### Sizing map

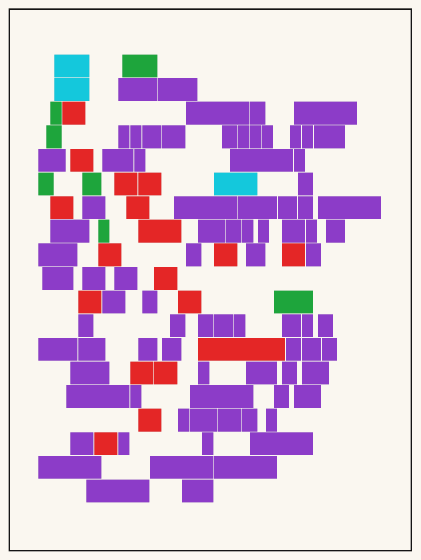
### Port wiring

Bar = 10 um.
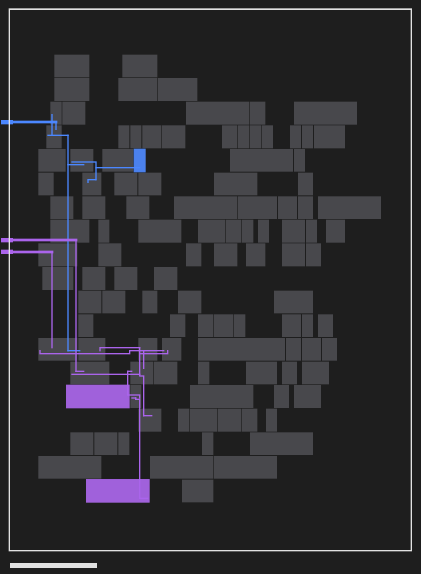
### Cell placement

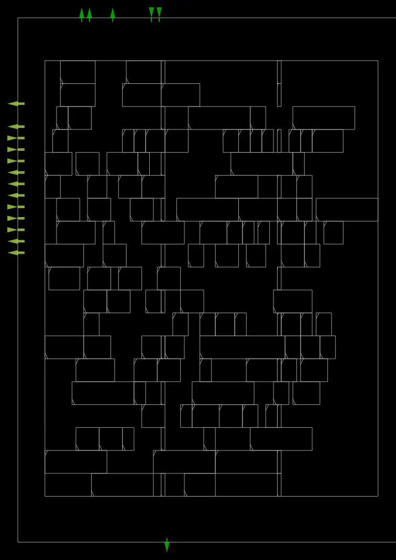
==> config.mk <==
export PLATFORM = sky130hd
export DESIGN_NAME = pipe_hazard_ctrl_flat
export DESIGN_NICKNAME = d
export VERILOG_FILES = /design/src/rtl/pipe_hazard_ctrl_if.sv /design/src/rtl/pipe_hazard_ctrl.sv /design/src/flat_wrapper.sv
export SDC_FILE = /design/constraint.sdc
export NUM_CORES = 1
export LEC_CHECK = 0
export ABC_AREA = 0
export ABC_CLOCK_PERIOD_IN_PS = 1700
export CAP_MARGIN = 20
export CORE_ASPECT_RATIO = 1.4
export CORE_MARGIN = 3
export CORE_UTILIZATION = 30
export DETAILED_ROUTE_END_ITERATION = 16
export PLACE_DENSITY = 0.5
export SLEW_MARGIN = 20
export SYNTH_ARGS = -nofsm -noshare
export SYNTH_HDL_FRONTEND = slang
export SYNTH_SLANG_ARGS = --single-unit
==> constraint.sdc <==
create_clock -name clock -period 1.7 [get_ports clock]
set_input_delay 0.34 -clock clock [delete_from_list [all_inputs] [get_ports clock]]
set_output_delay 0.34 -clock clock [all_outputs]
set_load 0.02 [all_outputs]
==> git commit body <==
Add synthesis and place-and-route results

- The run finished with clean final reports.
* Non-filler cells, final: about 130
- Congestion Overflow GR: 0
- The transition time recorded at the tightest slew-check pin is 326.1 ps.
- Inserted Clock Buffers: 3
- Core area: 2044 um^2
- Rel. slew slack: 78.21%
- Counting only logic cells after layout, the most numerous master is buf_4.
* Worst hold path cell count: 2
- The worst path in the final design needs a cycle of 1611 ps, including I/O delays and setup.
- Die Span X: 46.15 um
- Crit path DRT: 1360 ps
- Residual DRC count: 0
- Overall fraction of global-route tracks in use: 13.09%
- In this run, distinct cell masters in the synthesized netlist total 30.
* Power after layout: 0.0006120 W
* 1st-iter DRT viols: 11
* Routability congestion estimate: 0.7934
* Reg-to-reg setup timing slack: about 260 ps
* Die extent in y: 62.21 um
- Launching element type of the critical path: input port
* Maximum resistive drop on vdd: 0.3759 mV
- Post-CTS setup-driven buffer insertion count: 0
* Average wire per cell in the routed design: 12.31 um
* Clock Sinks: 12
- Antenna diode count: 0
- Cell-by-cell listing of the critical path: clkdlybuf4s50_1, nand2_1, nor2_2, o21a_1, buf_4
- Hold Crit Class: flip-flop to flip-flop
* Vias after detailed routing: between 600 and 700
About 'Sizing map':
_2 cells: in green, cells 7. _0 and _1 cells: in purple, cells 84. _3 and _4 cells: in red, cells 18. _6 and larger: in cyan, cells 3.
bufs w/o clock: 28
post-route standard cell area excluding fillers: 978.4 um^2
synthesis-to-layout area growth: 44.55%
post-layout worst setup margin: 88.62 ps

About 'Port wiring':
`hz_state_o`: in purple, bits 2, direction output, end cells 2, buffers 4, wire 99.4 um. `hz_mem_wb_bubble`: in blue, bits 1, direction output, end cells 1, buffers 2, wire 49.5 um.
count of buffers from port buffering: 18
IO Count: 19

About 'Cell placement':
Seq cells: 12
n_taps: 21

final cells by class:
cell class	instances	area (um^2)
clock buffers	4	36.28
fillers	206	1066
inverters	4	15.01
multi-input cells	64	405.4
flip-flops and latches	12	240.2
well taps	21	26.28
repair buffers	28	255.2
tightest hold or removal path: stages, from the launching register on:
cell and delay, ps:
dfxtp_1 310, nand2_1 70, a32oi_1 60
logic make-up (layout without fill, tap and decap cells):
| kind of cell | count (synthesis) | in the layout | synth area share, % |
|---|---|---|---|
| buffers and inverters | 7 | 36 | 6.098 |
| adders and majority gates | 1 | 1 | 1.848 |
| muxes | 1 | 1 | 1.479 |
| DFF | 12 | 12 | 35.49 |
| AOI/OAI and AO/OA | 19 | 19 | 22.74 |
| and+or+nand+nor | 42 | 42 | 31.05 |
| xor gates and xnor gates | 1 | 1 | 1.294 |
power breakdown:
group	total (W)	switching, W	internal (W)
Sequential	0.000287	0.00000255	0.000285
Clock	0.000221	0.0000910	0.000130
Combinational	0.000104	0.0000507	0.0000530
synth_stat cells:
cell / n / area share, %
dfxtp_1: 12 / 35
nand2_1: 11 / 6.1
nor2_1: 8 / 4.4
nand3_1: 7 / 5.2
inv_1: 4 / 2.2
nor3_1: 4 / 3.0
a21oi_1: 3 / 2.2
and3_1: 3 / 2.8
nand2b_1: 3 / 2.8
a31o_1: 2 / 2.6
buf_4: 2 / 2.2
nand3b_1: 2 / 2.2
nor2b_1: 2 / 1.8
o21a_1: 2 / 2.2
o21ai_0: 2 / 1.5
o31ai_1: 2 / 2.2
a2111oi_4: 1 / 4.1
a211oi_1: 1 / 1.1
a21o_1: 1 / 1.1
a221oi_1: 1 / 1.3
a31oi_1: 1 / 0.92
a32oi_1: 1 / 1.3
buf_6: 1 / 1.7
ha_1: 1 / 1.8
mux2i_1: 1 / 1.5
nand4_2: 1 / 1.8
nor4_1: 1 / 0.92
o211a_1: 1 / 1.5
o21ai_1: 1 / 0.74
xor2_1: 1 / 1.3
per-layer routing:
metal	up-vias	global-route usage [%]	share of wire, %
li1	355	-	-
met1	312	14.29	38
met2	17	22.41	56
met3	2	3.757	5.6
met4	0	4.982	1.2
met5	-	0	0
stage by stage:
stage	hold slack [ps]	util, %	cell area (um^2)
6_report	488.3	47.86	978.4
5_1_grt	543.9	47.86	978.4
4_1_cts	493.6	45.90	938.4
3_5_place_dp	482.0	45.59	932.1
3_3_place_gp	478.0	45.59	932.1
2_1_floorplan	443.4	-	676.9
repair_timing:
item                       4_1_cts  5_1_grt
hold endpoints to repair         0        0
pin swaps                        1        2
setup endpoints to repair        8       10
gates resized                   35       15
Power figures rest on the tool's default switching activity, not on a simulated workload.
